logic_types.png
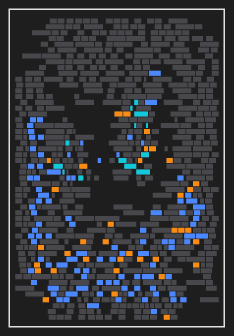
detail.png
Scale bar: 10 µm. Window x 12 to 37, y 24 to 49 µm. Cells in gray, sequential cells in the stronger gray; small squares are vias.
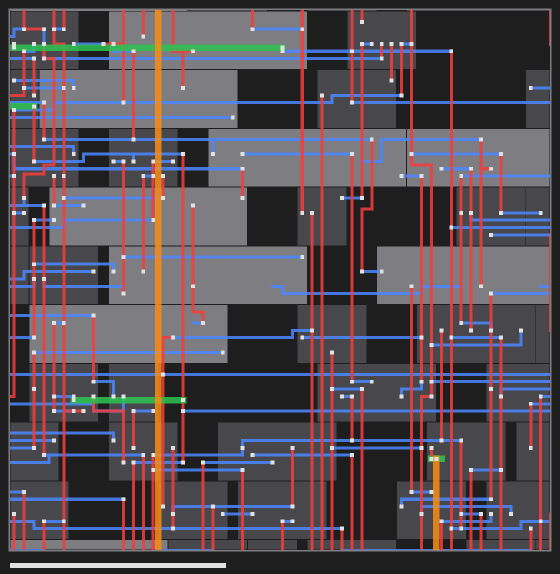
congestion.png
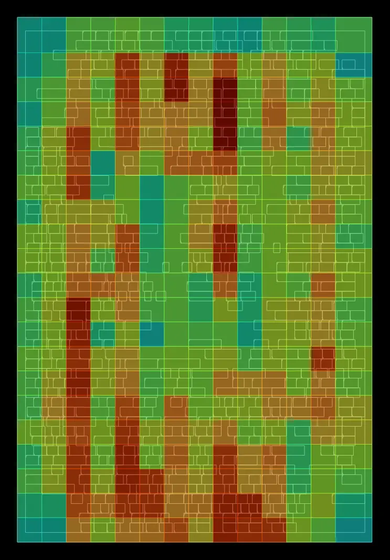
## src/rtl/gba_io_pkg.sv

```systemverilog
// Shared types and constants for the GBA I/O side of the memory path:
// arbiter FSM states, request owner encoding, default bus widths and the
// read data returned when a memory response never arrives.
package gba_io_pkg;

  localparam int DEF_ADDR_W = 26;
  localparam int DEF_DATA_W = 16;

  // Read data reported for a transaction abandoned by the response watchdog.
  localparam logic [15:0] TIMEOUT_RDATA = 16'hDEAD;

  typedef enum logic [2:0] {
    IDLE,
    LOOKUP,
    REQ,
    WAIT_RSP,
    DONE
  } arb_state_e;

  typedef enum logic {
    OWNER_CART = 1'b0,
    OWNER_USB  = 1'b1
  } owner_e;

endpackage

```

## src/rtl/arb_grant.sv

```systemverilog
// Grant selection between the cartridge and USB request sources.
// Cart has priority, but after MAX_CART_STREAK back-to-back cart grants
// taken while USB was waiting, USB gets the next slot so it cannot starve.
// MAX_CART_STREAK must be at least 1.
module arb_grant #(
  parameter int MAX_CART_STREAK = 4
) (
  input  logic clk,
  input  logic rst_n,
  input  logic enable,
  input  logic cart_valid,
  input  logic usb_valid,
  output logic grant_cart,
  output logic grant_usb
);

  localparam int STREAK_W = $clog2(MAX_CART_STREAK + 1);
  localparam logic [STREAK_W-1:0] STREAK_MAX = STREAK_W'(MAX_CART_STREAK);

  logic [STREAK_W-1:0] streak_reg;
  logic                usb_turn;

  assign usb_turn   = usb_valid && (streak_reg == STREAK_MAX);
  assign grant_cart = enable && cart_valid && !usb_turn;
  assign grant_usb  = enable && usb_valid && !grant_cart;

  // Count cart grants that made USB wait; any USB grant or uncontended cart grant resets it.
  always_ff @(posedge clk or negedge rst_n) begin
    if (!rst_n) begin
      streak_reg <= '0;
    end else if (grant_usb) begin
      streak_reg <= '0;
    end else if (grant_cart) begin
      if (!usb_valid) begin
        streak_reg <= '0;
      end else if (streak_reg != STREAK_MAX) begin
        streak_reg <= streak_reg + 1'b1;
      end
    end
  end

endmodule

```

## src/rtl/cart_usb_arbiter.sv

```systemverilog
// Single-outstanding arbiter between the cartridge bus and USB host front
// ends and the external memory controller. The winning raw address is shown
// to the frame-buffer mapper for exactly one LOOKUP cycle, the mapped address
// is registered, the memory request is issued and the completion is routed
// back to the originating source.
// Optional build macro CART_USB_ARBITER_TIMEOUT_EN adds a response watchdog
// (TIMEOUT_CYCLES, must be >= 2) and the sticky timeout_err output.
// Each source keeps its own read-data register, updated on its own completion.
module cart_usb_arbiter
  import gba_io_pkg::*;
#(
  parameter int ADDR_W          = DEF_ADDR_W,
  parameter int DATA_W          = DEF_DATA_W,
  parameter int MAX_CART_STREAK = 4
`ifdef CART_USB_ARBITER_TIMEOUT_EN
  ,
  parameter int TIMEOUT_CYCLES  = 64
`endif
) (
  input  logic              clk,
  input  logic              rst_n,
  input  logic              cart_req_valid,
  output logic              cart_req_ready,
  input  logic [ADDR_W-1:0] cart_req_addr,
  input  logic              cart_req_we,
  input  logic [DATA_W-1:0] cart_req_wdata,
  output logic              cart_rsp_valid,
  output logic [DATA_W-1:0] cart_rsp_rdata,
  input  logic              usb_req_valid,
  output logic              usb_req_ready,
  input  logic [ADDR_W-1:0] usb_req_addr,
  input  logic              usb_req_we,
  input  logic [DATA_W-1:0] usb_req_wdata,
  output logic              usb_rsp_valid,
  output logic [DATA_W-1:0] usb_rsp_rdata,
  output logic [ADDR_W-1:0] mb_cart_usb_addr,
  output logic              mb_from_cart,
  output logic              mb_from_usb,
  input  logic [ADDR_W-1:0] mb_mem_addr,
  output logic              mem_req_valid,
  input  logic              mem_req_ready,
  output logic [ADDR_W-1:0] mem_req_addr,
  output logic              mem_req_we,
  output logic [DATA_W-1:0] mem_req_wdata,
  input  logic              mem_rsp_valid,
  input  logic [DATA_W-1:0] mem_rsp_rdata
`ifdef CART_USB_ARBITER_TIMEOUT_EN
  ,
  output logic              timeout_err
`endif
);

  arb_state_e        state_reg, state_next;
  owner_e            owner_reg;
  logic [ADDR_W-1:0] addr_reg;
  logic              we_reg;
  logic [DATA_W-1:0] wdata_reg;
  logic [ADDR_W-1:0] mem_addr_reg;
  logic [DATA_W-1:0] cart_rdata_reg;
  logic [DATA_W-1:0] usb_rdata_reg;

  logic              grant_cart;
  logic              grant_usb;
  logic              rsp_load;
  logic [DATA_W-1:0] rsp_data;

`ifdef CART_USB_ARBITER_TIMEOUT_EN
  localparam int TMO_W = $clog2(TIMEOUT_CYCLES);
  logic [TMO_W-1:0] tmo_count_reg;
  logic             tmo_hit;
`endif

  arb_grant #(
    .MAX_CART_STREAK(MAX_CART_STREAK)
  ) u_grant (
    .clk       (clk),
    .rst_n     (rst_n),
    .enable    (state_reg == IDLE),
    .cart_valid(cart_req_valid),
    .usb_valid (usb_req_valid),
    .grant_cart(grant_cart),
    .grant_usb (grant_usb)
  );

  // State register.
  always_ff @(posedge clk or negedge rst_n) begin
    if (!rst_n) begin
      state_reg <= IDLE;
    end else begin
      state_reg <= state_next;
    end
  end

  // Next state, plus the read data to hand back when a transaction completes.
  always_comb begin
    state_next = state_reg;
    rsp_load   = 1'b0;
    rsp_data   = '0;
`ifdef CART_USB_ARBITER_TIMEOUT_EN
    tmo_hit    = 1'b0;
`endif
    case (state_reg)
      IDLE: begin
        if (grant_cart || grant_usb) begin
          state_next = LOOKUP;
        end
      end
      LOOKUP: begin
        state_next = REQ;
      end
      REQ: begin
        if (mem_req_ready) begin
          if (we_reg) begin
            state_next = DONE;
            rsp_load   = 1'b1;
          end else begin
            state_next = WAIT_RSP;
          end
        end
      end
      WAIT_RSP: begin
        if (mem_rsp_valid) begin
          state_next = DONE;
          rsp_load   = 1'b1;
          rsp_data   = mem_rsp_rdata;
        end
`ifdef CART_USB_ARBITER_TIMEOUT_EN
        else if (tmo_count_reg == TMO_W'(TIMEOUT_CYCLES - 1)) begin
          state_next = DONE;
          rsp_load   = 1'b1;
          rsp_data   = DATA_W'(TIMEOUT_RDATA);
          tmo_hit    = 1'b1;
        end
`endif
      end
      DONE: begin
        state_next = IDLE;
      end
      default: begin
        state_next = IDLE;
      end
    endcase
  end

  // Capture the winning request, the mapped address and per-source read data.
  always_ff @(posedge clk or negedge rst_n) begin
    if (!rst_n) begin
      owner_reg      <= OWNER_CART;
      addr_reg       <= '0;
      we_reg         <= 1'b0;
      wdata_reg      <= '0;
      mem_addr_reg   <= '0;
      cart_rdata_reg <= '0;
      usb_rdata_reg  <= '0;
    end else begin
      if (grant_usb) begin
        owner_reg <= OWNER_USB;
        addr_reg  <= usb_req_addr;
        we_reg    <= usb_req_we;
        wdata_reg <= usb_req_wdata;
      end else if (grant_cart) begin
        owner_reg <= OWNER_CART;
        addr_reg  <= cart_req_addr;
        we_reg    <= cart_req_we;
        wdata_reg <= cart_req_wdata;
      end
      if (state_reg == LOOKUP) begin
        mem_addr_reg <= mb_mem_addr;
      end
      if (rsp_load) begin
        if (owner_reg == OWNER_USB) begin
          usb_rdata_reg <= rsp_data;
        end else begin
          cart_rdata_reg <= rsp_data;
        end
      end
    end
  end

`ifdef CART_USB_ARBITER_TIMEOUT_EN
  // Watchdog counts cycles spent in WAIT_RSP and restarts whenever we leave it.
  always_ff @(posedge clk or negedge rst_n) begin
    if (!rst_n) begin
      tmo_count_reg <= '0;
    end else if (state_reg == WAIT_RSP) begin
      tmo_count_reg <= tmo_count_reg + 1'b1;
    end else begin
      tmo_count_reg <= '0;
    end
  end

  // Sticky timeout flag, cleared only by reset.
  always_ff @(posedge clk or negedge rst_n) begin
    if (!rst_n) begin
      timeout_err <= 1'b0;
    end else if (tmo_hit) begin
      timeout_err <= 1'b1;
    end
  end
`endif

  // Ready pulses are combinational grants; gated so reset forces them low.
  assign cart_req_ready   = grant_cart && rst_n;
  assign usb_req_ready    = grant_usb && rst_n;

  // The mapper rotates frames on flagged zero-offset addresses, so the flags
  // and address must be quiet in every cycle except LOOKUP.
  assign mb_cart_usb_addr = (state_reg == LOOKUP) ? addr_reg : '0;
  assign mb_from_cart     = (state_reg == LOOKUP) && (owner_reg == OWNER_CART);
  assign mb_from_usb      = (state_reg == LOOKUP) && (owner_reg == OWNER_USB);

  assign mem_req_valid    = (state_reg == REQ);
  assign mem_req_addr     = mem_addr_reg;
  assign mem_req_we       = we_reg;
  assign mem_req_wdata    = wdata_reg;

  assign cart_rsp_valid   = (state_reg == DONE) && (owner_reg == OWNER_CART);
  assign usb_rsp_valid    = (state_reg == DONE) && (owner_reg == OWNER_USB);
  assign cart_rsp_rdata   = cart_rdata_reg;
  assign usb_rsp_rdata    = usb_rdata_reg;

endmodule

```

## config.mk

```make
export PLATFORM = sky130hd
export DESIGN_NAME = cart_usb_arbiter
export DESIGN_NICKNAME = d
export VERILOG_FILES = /design/src/rtl/gba_io_pkg.sv /design/src/rtl/arb_grant.sv /design/src/rtl/cart_usb_arbiter.sv
export SDC_FILE = /design/constraint.sdc
export NUM_CORES = 1
export LEC_CHECK = 0
export CORE_ASPECT_RATIO = 1.5
export CORE_MARGIN = 2
export CORE_UTILIZATION = 37
export DETAILED_ROUTE_END_ITERATION = 16
export GPL_ROUTABILITY_DRIVEN = 0
export PLACE_DENSITY = 0.8
export SLEW_MARGIN = 20
export SYNTH_ARGS = -nofsm -noshare
export SYNTH_HDL_FRONTEND = slang
export SYNTH_SLANG_ARGS = --single-unit
```

## constraint.sdc

```tcl
create_clock -name clk -period 1.65 [get_ports clk]
set_input_delay 0.2475 -clock clk [delete_from_list [all_inputs] [get_ports clk]]
set_output_delay 0.2475 -clock clk [all_outputs]
set_load 0.01 [all_outputs]
```

==> out/highlights.md <==
### STA
• final critical-path setup slack: -0.262 ns
• Final Setup Violations: 104

### Worst setup path
• WP data required: 1.40 ns
• number of logic stages on the critical path including buffering: 5
• Most Frequent Cell on Critical Path: sky130_fd_sc_hd__buf_6
• cells traversed along the worst timing path: buf_6 -> buf_6 -> or3b_4 -> nor2_2 -> buf_6
• worst-case reg-to-reg path depth: 6

### Cells and area
• most frequent cells in the layout: sky130_fd_sc_hd__clkdlybuf4s50_1 (206), sky130_fd_sc_hd__dfrtp_1 (106), sky130_fd_sc_hd__buf_6 (46), sky130_fd_sc_hd__nand2b_1 (43), sky130_fd_sc_hd__o32ai_1 (37)
• layout sequential cell count: 108
• total number of nets in the final design: 819

### Synth
• netlist area before placement: 5110 µm²
• post-synthesis register bit count: 108
• number of enable-type register cells in the synthesized netlist: 0
• share of async-settable or async-resettable flops after synthesis: 1.00
• leading post-synthesis cells by cell area: sky130_fd_sc_hd__dfrtp_1 (53%), sky130_fd_sc_hd__a2bb2oi_1 (7.4%), sky130_fd_sc_hd__o32ai_1 (7.4%), sky130_fd_sc_hd__a32o_1 (6.5%), sky130_fd_sc_hd__nand2b_1 (5.4%)

### Die
• die outline width: 100 µm
• height of the die: 148 µm

### Outcome
• run status: complete, but fails checks
• failing checks: setup timing

### CTS
• clock latency on the worst-skew pair: 0.34 ns
• total number of H-tree levels: 3
• CTS sink cnt: 108

### Routing
• Metal-1 WL: 6.74 mm

### Place
• placed cell count: 802
• minimum setup slack after placement: -0.347 ns

### GRT
• initial antenna violation count: 1

### Run
• tool warnings: 31
• # Max-Cap Violations: 0

About logic_types.png:
| family | color | cells |
|---|---|---|
| and/or cells | orange | 36 |
| aoi and oai cells | blue | 97 |
| nor cells | cyan | 13 |

About detail.png:
| layer | color |
|---|---|
| metal 4 | orange |
| metal 2 | red |
| metal 3 | green |
| metal 1 | blue |
netlist names of flops here include: addr_reg (5), mem_req_wdata (3)
cells with their middle in the window: 31
sequential cells in the window: 8
most frequent: dfrtp_1 (8), and2_4 (7), a2bb2oi_1 (5)

About congestion.png:
met2 usage: 0.402
global routing's busiest layer: met2

-- repair_timing --
item,4_1_cts,5_1_grt
buffers inserted,18,9
setup endpoints to repair,120,117
hold buffers,1,0
pin swaps,13,21
endpoints found under the hold margin,7,0
gates resized,200,60
cloned,4,2
-- through the flow --
step	hold WS, ns	total power [mW]
floorplan	-0.0481	8.31
global placement	0.0998	11.8
detailed placement	0.104	12.0
CTS	0.292	15.3
global route	0.300	16.9
finish	0.300	16.0
-- metal layers --
metal | vias to the layer above | GRT usage
met5 | - | 0
met3 | 24 | 0.0322
met2 | 199 | 0.402
li1 | 2124 | -
met1 | 2352 | 0.266
met4 | 0 | 0.0774
-- cells by family (layout without fill, tap and decap cells) --
logic type / Yosys count / count (layout) / synth area share
buffers and inverters: 47 / 325 / 0.0492
flip-flops: 108 / 108 / 0.529
AND/OR/NAND/NOR: 95 / 95 / 0.117
adder cells (fa/ha/maj): 2 / 2 / 0.00489
multiplexers: 26 / 26 / 0.0705
other: 0 / 1 / 0
AND-OR/OR-AND: 132 / 132 / 0.230
-- worst max-delay path by stage --
stage	startpoint	to	slack [ns]
2_1_floorplan	state_reg[2]	mb_cart_usb_addr[10]	0.05
3_3_place_gp	cart_req_valid	cart_req_ready	-0.35
3_5_place_dp	cart_req_valid	cart_req_ready	-0.35
4_1_cts	state_reg[2]	mb_from_cart	-0.28
5_1_grt	state_reg[2]	cart_req_ready	-0.33
6_report	state_reg[2]	mb_from_cart	-0.26
-- report_power, final --
| group | switching [mW] | total, mW | internal (mW) |
|---|---|---|---|
| clock network | 1.01 | 2.06 | 1.06 |
| logic | 3.56 | 9.31 | 5.75 |
| registers | 0.794 | 4.67 | 3.88 |
| total | 5.36 | 16.0 | 10.7 |
Power figures rest on the tool's default switching activity, not on a simulated workload.
